==> config.mk <==
export PLATFORM = sky130hd
export DESIGN_NAME = usbf_ahb_csr_bridge
export DESIGN_NICKNAME = d
export VERILOG_FILES = /design/src/rtl/usbf_biu_pkg.sv /design/src/rtl/usbf_biu_be_dec.sv /design/src/rtl/usbf_ahb_csr_bridge.sv
export SDC_FILE = /design/constraint.sdc
export NUM_CORES = 1
export LEC_CHECK = 0
export CAP_MARGIN = 20
export CORE_MARGIN = 2
export CORE_UTILIZATION = 36
export CTS_CLUSTER_SIZE = 16
export DETAILED_ROUTE_END_ITERATION = 10
export GPL_ROUTABILITY_DRIVEN = 0
export PLACE_DENSITY_LB_ADDON = 0.1
export SYNTH_ARGS = -nofsm -noshare
export SYNTH_HDL_FRONTEND = slang
export SYNTH_SLANG_ARGS = --single-unit
==> constraint.sdc <==
create_clock -name hclk_i -period 3 [get_ports hclk_i]
set_input_delay 0.3 -clock hclk_i [delete_from_list [all_inputs] [get_ports hclk_i]]
set_output_delay 0.3 -clock hclk_i [all_outputs]
set_load 0.05 [all_outputs]
==> src/rtl/usbf_biu_pkg.sv <==
// Shared definitions for the USB function bus-interface unit: bridge states,
// AHB transfer/response/size codes and a small transfer-type helper.
package usbf_biu_pkg;

  typedef enum logic [2:0] {
    ST_IDLE   = 3'd0,
    ST_ACCESS = 3'd1,
    ST_DONE   = 3'd2,
    ST_ERR1   = 3'd3,
    ST_ERR2   = 3'd4
  } biu_state_e;

  localparam logic [1:0] HTRANS_IDLE   = 2'b00;
  localparam logic [1:0] HTRANS_BUSY   = 2'b01;
  localparam logic [1:0] HTRANS_NONSEQ = 2'b10;
  localparam logic [1:0] HTRANS_SEQ    = 2'b11;

  localparam logic [1:0] HRESP_OKAY  = 2'b00;
  localparam logic [1:0] HRESP_ERROR = 2'b01;

  localparam logic [2:0] HSIZE_BYTE = 3'b000;
  localparam logic [2:0] HSIZE_HALF = 3'b001;
  localparam logic [2:0] HSIZE_WORD = 3'b010;

  // NONSEQ and SEQ carry data; IDLE and BUSY do not.
  function automatic logic is_active_trans(input logic [1:0] htrans);
    return (htrans == HTRANS_NONSEQ) || (htrans == HTRANS_SEQ);
  endfunction

endpackage

==> src/rtl/usbf_biu_be_dec.sv <==
// Combinational legality check (range, size, alignment) and byte-enable
// decode for one AHB address phase.
module usbf_biu_be_dec
  import usbf_biu_pkg::*;
#(
  parameter int CSR_WORDS  = 64,
  parameter int SUBWORD_EN = 1
) (
  input  logic [31:0] haddr,
  input  logic [2:0]  hsize,
  output logic        legal,
  output logic [3:0]  be
);

  logic in_range;
  logic size_ok;
  logic align_ok;

  // Classify the transfer and derive its byte lanes.
  always_comb begin
    in_range = ({2'b00, haddr[31:2]} < 32'(CSR_WORDS));
    size_ok  = 1'b0;
    align_ok = 1'b0;
    be       = 4'h0;
    case (hsize)
      HSIZE_BYTE: begin
        size_ok  = (SUBWORD_EN != 0);
        align_ok = 1'b1;
        be       = 4'b0001 << haddr[1:0];
      end
      HSIZE_HALF: begin
        size_ok  = (SUBWORD_EN != 0);
        align_ok = ~haddr[0];
        be       = haddr[1] ? 4'b1100 : 4'b0011;
      end
      HSIZE_WORD: begin
        size_ok  = 1'b1;
        align_ok = (haddr[1:0] == 2'b00);
        be       = 4'b1111;
      end
      default: begin
      end
    endcase
    legal = in_range & size_ok & align_ok;
  end

endmodule

==> src/rtl/usbf_ahb_csr_bridge.sv <==
// AHB-lite slave to simple CSR request/ack bridge with access timeout and
// the two-cycle AHB error response.
//
//  state  | meaning
//  IDLE   | no transfer in flight, zero-wait OKAY
//  ACCESS | CSR request outstanding, AHB stalled
//  DONE   | CSR acked, completing data phase with OKAY
//  ERR1   | first ERROR cycle (hready low)
//  ERR2   | second ERROR cycle (hready high)
module usbf_ahb_csr_bridge
  import usbf_biu_pkg::*;
#(
  parameter int CSR_WORDS   = 64,
  parameter int TIMEOUT_CYC = 16,
  parameter int SUBWORD_EN  = 1,
  localparam int AW = $clog2(CSR_WORDS),
  localparam int TW = $clog2(TIMEOUT_CYC + 1)
) (
  input  logic          hclk_i,
  input  logic          hrst_i,
  input  logic          hsel_i,
  input  logic          hwrite_i,
  input  logic [1:0]    htrans_i,
  input  logic [2:0]    hsize_i,
  input  logic [31:0]   haddr_i,
  input  logic [31:0]   hwdata_i,
  input  logic          hready_i,
  output logic          hready_o,
  output logic [1:0]    hresp_o,
  output logic [31:0]   hrdata_o,
  output logic          csr_req_o,
  output logic          csr_we_o,
  output logic [AW-1:0] csr_addr_o,
  output logic [3:0]    csr_be_o,
  output logic [31:0]   csr_wdata_o,
  input  logic          csr_ack_i,
  input  logic          csr_err_i,
  input  logic [31:0]   csr_rdata_i
);

  biu_state_e    state;
  logic [TW-1:0] tmo_cnt;
  logic          addr_valid;
  logic          legal;
  logic [3:0]    be;

  usbf_biu_be_dec #(
    .CSR_WORDS  (CSR_WORDS),
    .SUBWORD_EN (SUBWORD_EN)
  ) u_be_dec (
    .haddr (haddr_i),
    .hsize (hsize_i),
    .legal (legal),
    .be    (be)
  );

  assign addr_valid  = hsel_i & hready_i & is_active_trans(htrans_i);
  // Write data belongs to the data phase, which is exactly the ACCESS window.
  assign csr_wdata_o = hwdata_i;

  // Sequencer; all AHB and CSR outputs are registered alongside the state.
  always_ff @(posedge hclk_i) begin
    if (hrst_i) begin
      state      <= ST_IDLE;
      hready_o   <= 1'b1;
      hresp_o    <= HRESP_OKAY;
      hrdata_o   <= '0;
      csr_req_o  <= 1'b0;
      csr_we_o   <= 1'b0;
      csr_addr_o <= '0;
      csr_be_o   <= 4'h0;
      tmo_cnt    <= '0;
    end else begin
      case (state)
        ST_IDLE, ST_DONE, ST_ERR2: begin
          if (addr_valid) begin
            csr_we_o   <= hwrite_i;
            csr_addr_o <= haddr_i[AW+1:2];
            csr_be_o   <= be;
            hready_o   <= 1'b0;
            if (legal) begin
              state     <= ST_ACCESS;
              hresp_o   <= HRESP_OKAY;
              csr_req_o <= 1'b1;
              tmo_cnt   <= TW'(TIMEOUT_CYC);
            end else begin
              state     <= ST_ERR1;
              hresp_o   <= HRESP_ERROR;
              csr_req_o <= 1'b0;
            end
          end else begin
            state     <= ST_IDLE;
            hready_o  <= 1'b1;
            hresp_o   <= HRESP_OKAY;
            csr_req_o <= 1'b0;
          end
        end
        ST_ACCESS: begin
          if (csr_ack_i) begin
            csr_req_o <= 1'b0;
            tmo_cnt   <= '0;
            if (csr_err_i) begin
              state   <= ST_ERR1;
              hresp_o <= HRESP_ERROR;
            end else begin
              state    <= ST_DONE;
              hready_o <= 1'b1;
              hresp_o  <= HRESP_OKAY;
              if (!csr_we_o) hrdata_o <= csr_rdata_i;
            end
          end else if (tmo_cnt == TW'(1)) begin
            state     <= ST_ERR1;
            hresp_o   <= HRESP_ERROR;
            csr_req_o <= 1'b0;
            tmo_cnt   <= '0;
          end else begin
            tmo_cnt <= tmo_cnt - TW'(1);
          end
        end
        ST_ERR1: begin
          state    <= ST_ERR2;
          hready_o <= 1'b1;
          hresp_o  <= HRESP_ERROR;
        end
        default: begin
          state     <= ST_IDLE;
          hready_o  <= 1'b1;
          hresp_o   <= HRESP_OKAY;
          csr_req_o <= 1'b0;
        end
      endcase
    end
  end

endmodule

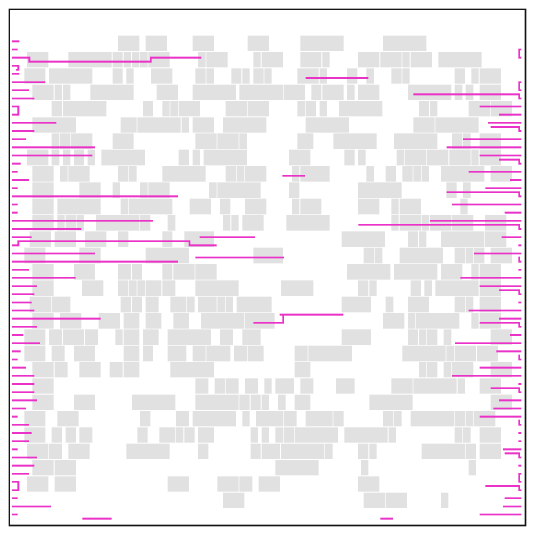
Figure 1: run 1, the metal 3 layer.
Drawn at 6 px/um. Cells faint in the background.
wire length on this layer: 695 um
nets with wire on the layer: 106
longest straight run: 28.5 um
share of all routed wire: 12%
main direction: horizontal
met3 Track Usage GR: 0.0674
WL final: 5.95 mm

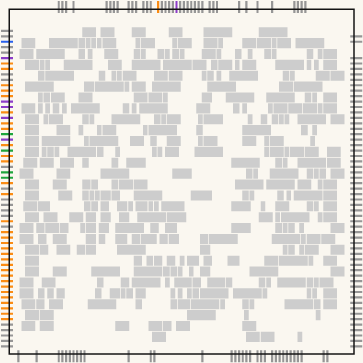
Figure 2: run 1, I/O pins on the die edge.
Drawn at 4 px/um. Pins as bars across the die edge, other pins in gray.
[green] csr_be_o | pins: 4 | direction: output | edge: left
[purple] csr_addr_o | pins: 6 | direction: output | edge: 5 left, 1 top
[blue] hclk_i | pins: 1 | direction: input | edge: left
[orange] haddr_i | pins: 32 | direction: input | edge: 31 left, 1 top
all pins by edge: 59 left, 56 right, 38 top, 34 bottom

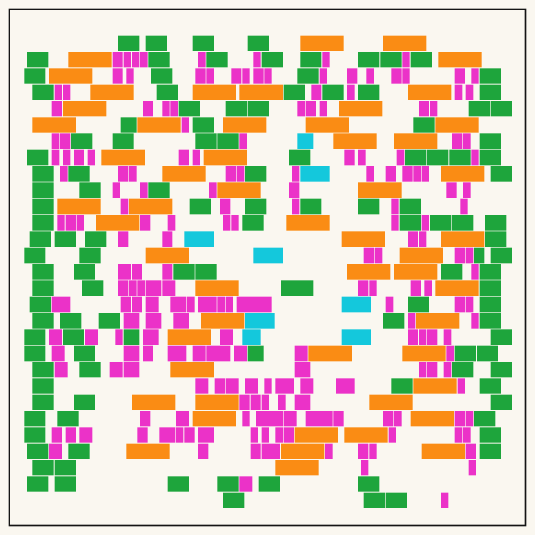
Figure 3: run 1, placement by cell class.
Drawn at 6 px/um.
[cyan] clock drivers and dummy loads | cells: 8 | share of their area: 2.9%
[orange] flip-flops | cells: 54 | share of their area: 32%
[green] other buffers and delay cells | cells: 124 | share of their area: 36%
[magenta] all other logic | cells: 201 | share of their area: 29%

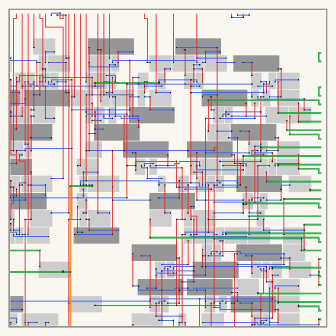
Figure 4: run 1, a small window of the routed layout.
Region (36, 36) to (86, 86) um. Cells in gray, sequential cells in the stronger gray; small squares are vias.
[blue] met1
[green] met3
[red] met2
[orange] met4
cells with their middle in the window: 133
most frequent: clkdlybuf4s50_1 (42), nand2_1 (41)
sequential cells in the window: 21
netlist names of flops here include: hrdata_o (20), csr_addr_o (1)

[run 1: registers in the layout, summed over array words and instances, names as in the netlist, 3 cells and up]
register	flops
csr_addr_o	6
tmo_cnt	5
csr_be_o	4
state	3
hrdata_o	32
[run 1: cell type report]
cell class                      instances  area (sq um)
Clock buffer                            6          82.6
Multi-Input combinational cell        198           983
Inverter                                3          11.3
Timing Repair Buffer                  124          1230
Fill cell                             612          2920
Sequential cell                        54          1080
Tap cell                               77          96.3
Clock inverter                          2          16.3
[run 1: cells by family after synthesis]
| logic type | Yosys count | share of synthesized area |
|---|---|---|
| simple gates | 125 | 0.232 |
| compound gates | 68 | 0.155 |
| flops | 54 | 0.449 |
| buf+inv | 51 | 0.145 |
| xor+xnor | 2 | 0.00727 |
| fa+ha+maj | 2 | 0.0104 |
| other cells | 1 | 0.00156 |
==> results.json, run 1 <==
{
  "status": "finished with violations",
  "violations": "DRC",
  "synth_warnings": 0,
  "dp.cells": 455,
  "areaGrowthSynthToFinish_pct": 45.5,
  "cp-endpoint": "tmo_cnt[3]",
  "top_cells_by_area": "dfxtp_1 45%, nand2_1 13%, buf_4 10%",
  "grt_usage": 0.164,
  "core-area_sq_mm": 0.00642,
  "drc_errors": 13,
  "fin_area_sq_mm": 0.00350,
  "critical-path-top-delay-family": "simple AND/OR/NAND/NOR gates",
  "num_rows": 29,
  "ir_worst_vdd_mv": 0.183,
  "top_area_cell": "dfxtp_1",
  "synth-main-ff-cell": "dfxtp_1",
  "clk-insertion-delay-late_ns": 0.30,
  "cp_cell_sequence": "clkdlybuf4s50_1, nand4b_1, a21o_1, nor4_1, o22ai_1",
  "drt-pass1-iter-count": 8,
  "cp-startpoint": "htrans_i[1]",
  "detail-route-antenna-nets": 0,
  "swShare": 0.248,
  "reg2regPathDepth": 4,
  "cts_max_path_buffers": 2,
  "top_usage_layer": "met2",
  "fin_ws_ns": 0.949,
  "finalCritPeriodShare": 0.684,
  "viasPerCell": 4.88,
  "timing_worst_slew_pin_value_ns": 0.785,
  "setup_viol": 0,
  "antenna_found_initial": 0,
  "grt_setup_unrepaired": "no",
  "layout_top_cells": "119 x clkdlybuf4s50_1, 83 x nand2_1, 54 x dfxtp_1",
  "dieWidth_um": 85.8,
  "path_buffers": 1,
  "comb-power_mw": 0.222,
  "end_kind": "flop",
  "fin_crit_ns": 2.05,
  "hold_viol": 0,
  "grt_overflow": 0,
  "chipArea_sq_mm": 0.00736,
  "p_switching_mw": 0.344,
  "yosys_area_sq_mm": 0.00241,
  "post-synth-top-count-cell": "nand2_1",
  "timing.rr.start": "state[0]"
}
==> inputs of run 2 (changes only) <==
--- a/config.mk
+++ b/config.mk
@@ -7,7 +7,7 @@
 export LEC_CHECK = 0
 export CAP_MARGIN = 20
 export CORE_MARGIN = 2
-export CORE_UTILIZATION = 36
+export CORE_UTILIZATION = 30
 export CTS_CLUSTER_SIZE = 16
 export DETAILED_ROUTE_END_ITERATION = 10
 export GPL_ROUTABILITY_DRIVEN = 0
==> constraint.sdc (replaced) <==
create_clock -name hclk_i -period 1.8 [get_ports hclk_i]
set_input_delay 0.18 -clock hclk_i [delete_from_list [all_inputs] [get_ports hclk_i]]
set_output_delay 0.18 -clock hclk_i [all_outputs]
set_load 0.05 [all_outputs]
==> run 2 against run 1 <==
Net effect: the run now ends clean; global-route usage is 2.4 points lower; largest cell class unchanged; largest power group unchanged; utilization is 8.1 points lower; critical path type is now reg -> out; final cell count is 7.1% higher.
==> results.json, run 2 <==
{
  "synth_warnings": 0,
  "swShare": 0.252,
  "post-synth-top-count-cell": "nand2_1",
  "comb-power_mw": 0.390,
  "cp_cell_sequence": "clkdlybuf4s50_1",
  "dieWidth_um": 93.6,
  "drc_errors": 0,
  "hold_viol": 0,
  "cp-endpoint": "csr_be_o[3]",
  "cp-startpoint": "csr_be_o[3]",
  "cts_max_path_buffers": 2,
  "detail-route-antenna-nets": 0,
  "num_rows": 32,
  "fin_crit_ns": 1.67,
  "areaGrowthSynthToFinish_pct": 50.0,
  "aoi_share": 0.155,
  "grt_overflow": 0,
  "timing.rr.start": "state[0]",
  "fa_ha_area_frac": 0.0104,
  "top_cells_by_area": "dfxtp_1 45%, nand2_1 13%, buf_4 10%",
  "end_kind": "output port",
  "top_register": "hrdata_o",
  "chipArea_sq_mm": 0.00876,
  "top_area_cell": "dfxtp_1",
  "antenna_found_initial": 0,
  "clk-insertion-delay-late_ns": 0.30,
  "yosys_area_sq_mm": 0.00241,
  "status": "complete, no violations",
  "grt_usage": 0.140,
  "reg2regPathDepth": 5,
  "viasPerCell": 4.58,
  "synth-main-ff-cell": "dfxtp_1",
  "top_logic_kind": "simple AND/OR/NAND/NOR gates"
}
## run 2: layer usage
layer,up-vias,track usage
met5,-,0
met4,0,0.0568
met3,17,0.0556
met2,106,0.231
met1,996,0.162
li1,1156,-
## run 2: area by class of cell
| class | instances | area (sq um) |
|---|---|---|
| Multi-Input combinational cell | 198 | 983 |
| Sequential cell | 54 | 1080 |
| Tap cell | 102 | 128 |
| Timing Repair Buffer | 133 | 1330 |
| Inverter | 3 | 11.3 |
| Clock inverter | 2 | 13.8 |
| Clock buffer | 5 | 68.8 |
| Fill cell | 786 | 4160 |
## run 2: per-stage QoR
stage | hold slack, ns | instance area, sq um
global route | 0.320 | 3610
finish | 0.309 | 3610
CTS | 0.313 | 3610
floorplan | 0.316 | 2410
detailed placement | 0.360 | 3530
global placement | 0.360 | 3530
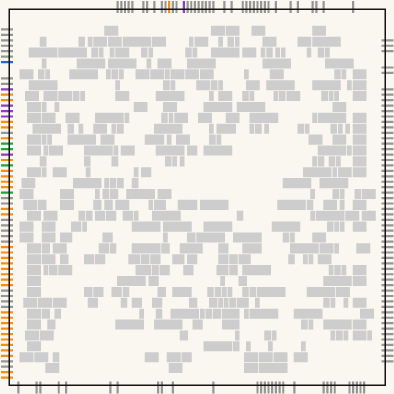
Figure 5: run 2, I/O pins on the die edge.
Drawn at 4 px/um. Pins as bars across the die edge, other pins in gray.
[purple] csr_addr_o | pins: 6 | direction: output | edge: 5 left, 1 top
[green] csr_be_o | pins: 4 | direction: output | edge: left
[orange] haddr_i | pins: 32 | direction: input | edge: 31 left, 1 top
[blue] hclk_i | pins: 1 | direction: input | edge: left
all pins by edge: 63 left, 56 right, 39 top, 29 bottom

==> inputs of run 3 (changes only) <==
--- a/config.mk
+++ b/config.mk
@@ -8,6 +8,7 @@
 export CAP_MARGIN = 20
 export CORE_MARGIN = 2
 export CORE_UTILIZATION = 30
+export CTS_CLUSTER_DIAMETER = 50
 export CTS_CLUSTER_SIZE = 16
 export DETAILED_ROUTE_END_ITERATION = 10
 export GPL_ROUTABILITY_DRIVEN = 0
@@ -15,3 +16,4 @@
 export SYNTH_ARGS = -nofsm -noshare
 export SYNTH_HDL_FRONTEND = slang
 export SYNTH_SLANG_ARGS = --single-unit
+export TNS_END_PERCENT = 30
==> run 3 against run 2 <==
Net effect: maximum frequency unchanged; global-route usage unchanged; cell area unchanged; die size unchanged; clock power about the same; non-clock buffer count unchanged; first-iteration DRC count unchanged; utilization unchanged; power unchanged; critical path type unchanged; largest cell class unchanged.
==> results.json, run 3 <==
{
  "comb-power_mw": 0.390,
  "largest_class": "non-clock buffers",
  "synth_warnings": 0,
  "cp-startpoint": "csr_be_o[3]",
  "reg2regPathDepth": 5,
  "viasPerCell": 4.58,
  "drc_errors": 0,
  "n_all_inverters": 3,
  "signal_buffers": 133,
  "post-synth-top-count-cell": "nand2_1",
  "met3_usage": 0.0556,
  "synth-main-ff-cell": "dfxtp_1",
  "chipArea_sq_mm": 0.00876,
  "grt_usage": 0.140,
  "placed_area_sq_mm": 0.00353,
  "grtUsageMet2": 0.231,
  "top_usage_layer": "met2",
  "comb_area_frac": 0.272,
  "detail-route-antenna-nets": 0,
  "clock_area_frac": 0.0229,
  "top_area_cell": "dfxtp_1",
  "status": "complete, no violations",
  "cts_max_path_buffers": 2,
  "fin_crit_ns": 1.67,
  "num_rows": 32,
  "comb_area_sq_um": 983,
  "antenna_found_initial": 0,
  "seqCellArea_sq_mm": 0.00108,
  "yosys_area_sq_mm": 0.00241,
  "grt_overflow": 0,
  "top_cells_by_area": "dfxtp_1 45%, nand2_1 13%, buf_4 10%",
  "clk-insertion-delay-late_ns": 0.30
}
==> run 3: kinds of logic after synthesis <==
kind of cell,Yosys count,share of synthesized area
simple gates,125,0.232
compound gates,68,0.155
flops,54,0.449
buf+inv,51,0.145
xor+xnor,2,0.00727
fa+ha+maj,2,0.0104
other cells,1,0.00156
==> run 3: how the worst min path moves through the flow <==
stage               slack (ns)  cells past startpoint         endpoint
floorplan                 0.32                      2      hrdata_o[0]
global placement          0.36                      0  csr_wdata_o[28]
detailed placement        0.36                      0  csr_wdata_o[28]
CTS                       0.31                      2      hrdata_o[5]
global route              0.32                      2     hrdata_o[11]
finish                    0.31                      2      hrdata_o[5]
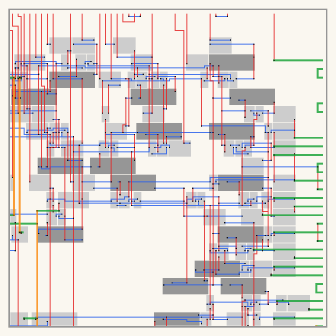
Figure 6: run 3, a small window of the routed layout.
Region (44, 44) to (94, 94) um. Cells in gray, sequential cells in the stronger gray; small squares are vias.
[blue] met1
[green] met3
[red] met2
[orange] met4
sequential cells in the window: 17
cells with their middle in the window: 105
most frequent: nand2_1 (33), clkdlybuf4s50_1 (33)
netlist names of flops here include: hrdata_o (17)

Power and IR drop assume default switching activity.
